Design mem_arbiter, sky130hd; sources not shown.
Fig. 1: run 1, clock wires, drivers and flops
Scale bar: 20 µm.
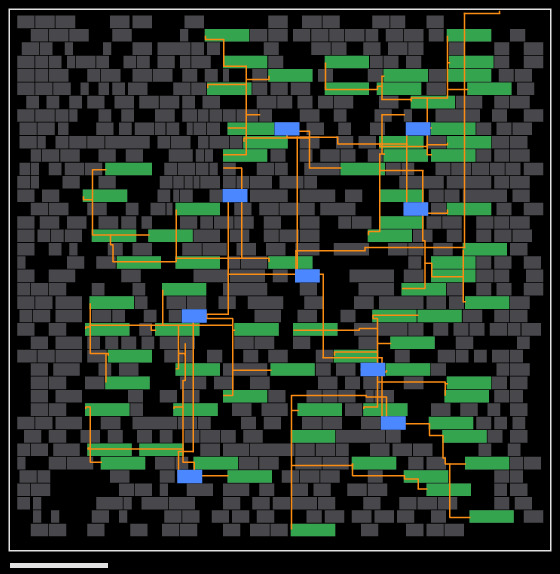
Key: flip-flops = green [count 75]; clock wires = orange [length 1060 µm]; clock-net drivers = blue [count 9]
There are 10 routed clock nets.
clk pwr: 1.80 mW
Clock Skew: 0.00843 ns
Skew-Pair Late Insertion Delay: 0.36 ns
clock power share: 12.1%

Fig. 2: run 1, where the registers sit
Scale bar: 20 µm. Other sequential cells in the stronger gray, the rest of the logic in the fainter gray.
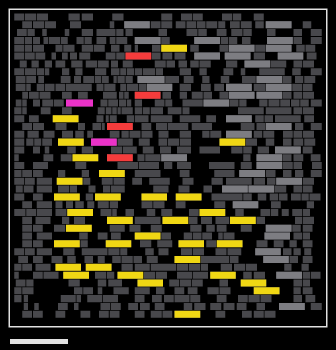
Key: addr_q = yellow [flops 32]; cnt_q = red [flops 4]; state_q = magenta [flops 2]
Another 37 sequential cells are not colored.
sequential cell area share: 23.7%
Core Util, Final: 69.6%
Power Sequential: 4.12 mW
register area: 1880 µm²

Fig. 3: run 1, routing congestion map
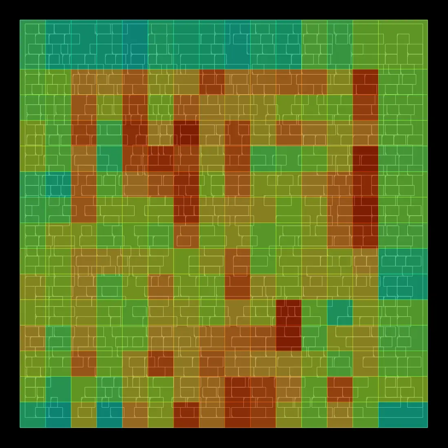
met1 GRT Util: 22.6%
met2 Use GR: 37.4%
GR met3 Demand/Resource: 7.41%

==> flow_metrics.env, run 1 <==
# flow metrics
export IMPL_status="finished with violations"
export IMPL_violations="negative setup slack"
export IMPL_maxSlewHeadroom_pct=47.4
export IMPL_r2r_cells=8
export IMPL_grt_pass1_wl_um=18600
export IMPL_viasPerCell=4.92
export IMPL_nets=782
export IMPL_postCtsSetupRepairBufs=7
export IMPL_clkSinkCount=75
export IMPL_cp_slowest_cell="dfrtp_1"
export IMPL_hpwl_um=9350
export IMPL_synth_area_mux_share_pct=20.0
export IMPL_grt_overflow=0
export IMPL_clkTransAtPathRegs_ns=0.08
export IMPL_ys_seq_elements=75
export IMPL_holdCritPathClass="in -> async"
export IMPL_die_y_um=110
export IMPL_coreArea_um2=11400
export IMPL_synthFlopType="dfrtp_1"
export IMPL_finalMaxSlewViolations=0
export IMPL_cts_buffer_depth=2
export IMPL_fp_util_pct=35.8
export IMPL_crit_type="reg -> out"
export IMPL_internal_power_mw=9.64
export IMPL_synthTopCellsByArea="dfrtp_1 (45%), and2_1 (10%), mux2_2 (9.7%), a22o_1 (7.7%), mux2_4 (7.4%)"
export IMPL_fill_cells=850
export IMPL_dr_pass1_iters=4
export IMPL_worst_path_max_fanout=5
export IMPL_buffers_excl_clock=315
export IMPL_power_leader="combinational logic"
export IMPL_critical_path_required_ns=1.11
export IMPL_synth_most_common_cell="dfrtp_1"
export IMPL_timing_final_ws_setup_ns=-0.557
export IMPL_p_seq_share_pct=27.7
export IMPL_place_congestion=0.798
export IMPL_setup_viol=180
export IMPL_sw_frac_of_total_pct=35.2
export IMPL_p_total_mw=14.9
export IMPL_root_buffer="clkbuf_8"
export IMPL_comb_area_um2=2310
==> run 2, diff against run 1 <==
--- a/config.mk
+++ b/config.mk
@@ -10,7 +10,8 @@
 export CTS_CLUSTER_DIAMETER = 120
 export CTS_CLUSTER_SIZE = 16
 export DETAILED_ROUTE_END_ITERATION = 7
-export PLACE_DENSITY_LB_ADDON = 0.08
+export HOLD_SLACK_MARGIN = 0.06
+export PLACE_DENSITY = 0.79
 export SLEW_MARGIN = 20
 export SYNTH_ARGS = -nofsm -noshare
 export SYNTH_HDL_FRONTEND = slang
Fig. 4: run 2, logic cells by family
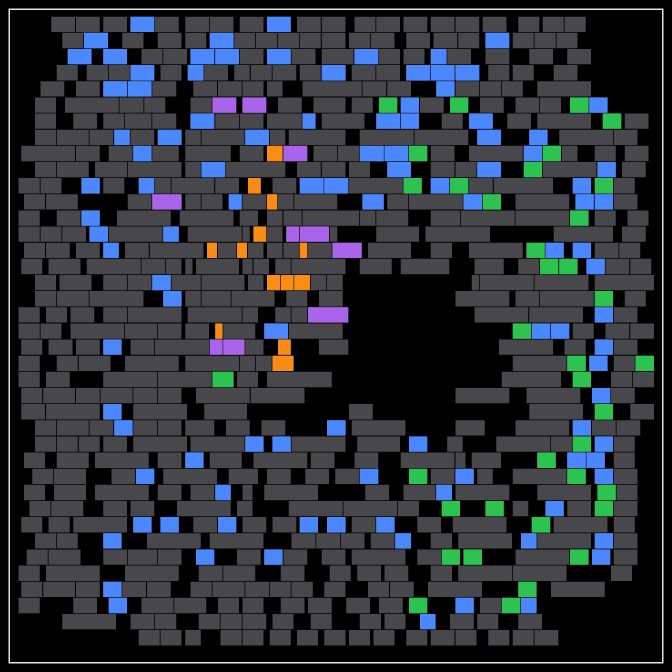
Key: nor cells = purple [cells 10]; and/or cells = blue [cells 105, most used and2_4, where widely spread]; nand cells = orange [cells 13, most used nand2b_1]; non-inverting ao/oa cells = green [cells 37, most used a22o_1]
Finished Layout Cells: 797
Comb/total area: 29.0%
dominant logic cell type in the layout: clkdlybuf4s50_1

==> flow_metrics.env, run 2 <==
# flow metrics
export IMPL_grt_use_met1_pct=27.6
export IMPL_setup_viol=180
export IMPL_synth_most_common_cell="dfrtp_1"
export IMPL_met2_usage_pct=39.1
export IMPL_flop_area_um2=1880
export IMPL_crit_type="reg -> out"
export IMPL_critical_path_required_ns=1.11
export IMPL_postCtsSetupRepairBufs=19
export IMPL_buffers_excl_clock=321
export IMPL_grt_overflow=0
export IMPL_status="finished with violations"
export IMPL_synthFlopType="dfrtp_1"
export IMPL_fin_hold_ws_ns=-0.0687
export IMPL_p_total_mw=16.0
export IMPL_timing_final_ws_setup_ns=-0.555
export IMPL_root_buffer="clkbuf_8"
export IMPL_clockPowerShare_pct=12.4
export IMPL_nets=788
export IMPL_violations="negative hold slack, negative setup slack"
export IMPL_worst_path_max_fanout=4
export IMPL_clock_latency_late_pin_ns=0.34
export IMPL_viasPerCell=5.02
export IMPL_comb_area_um2=2440
export IMPL_hold_viol=31
Fig. 5: run 2, where the registers sit
Scale bar: 20 µm. Other sequential cells in the stronger gray, the rest of the logic in the fainter gray.
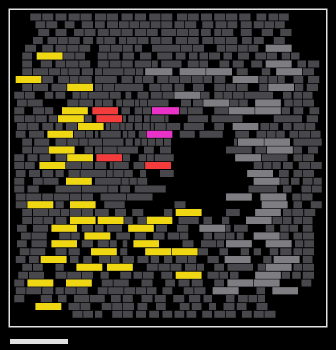
Key: cnt_q = red [flops 4]; state_q = magenta [flops 2]; addr_q = yellow [flops 32]
Another 37 sequential cells are not colored.
Power Sequential: 4.17 mW
sequential cell area share: 22.4%
Core Util, Final: 73.8%

Power figures rest on the tool's default switching activity, not on a simulated workload.
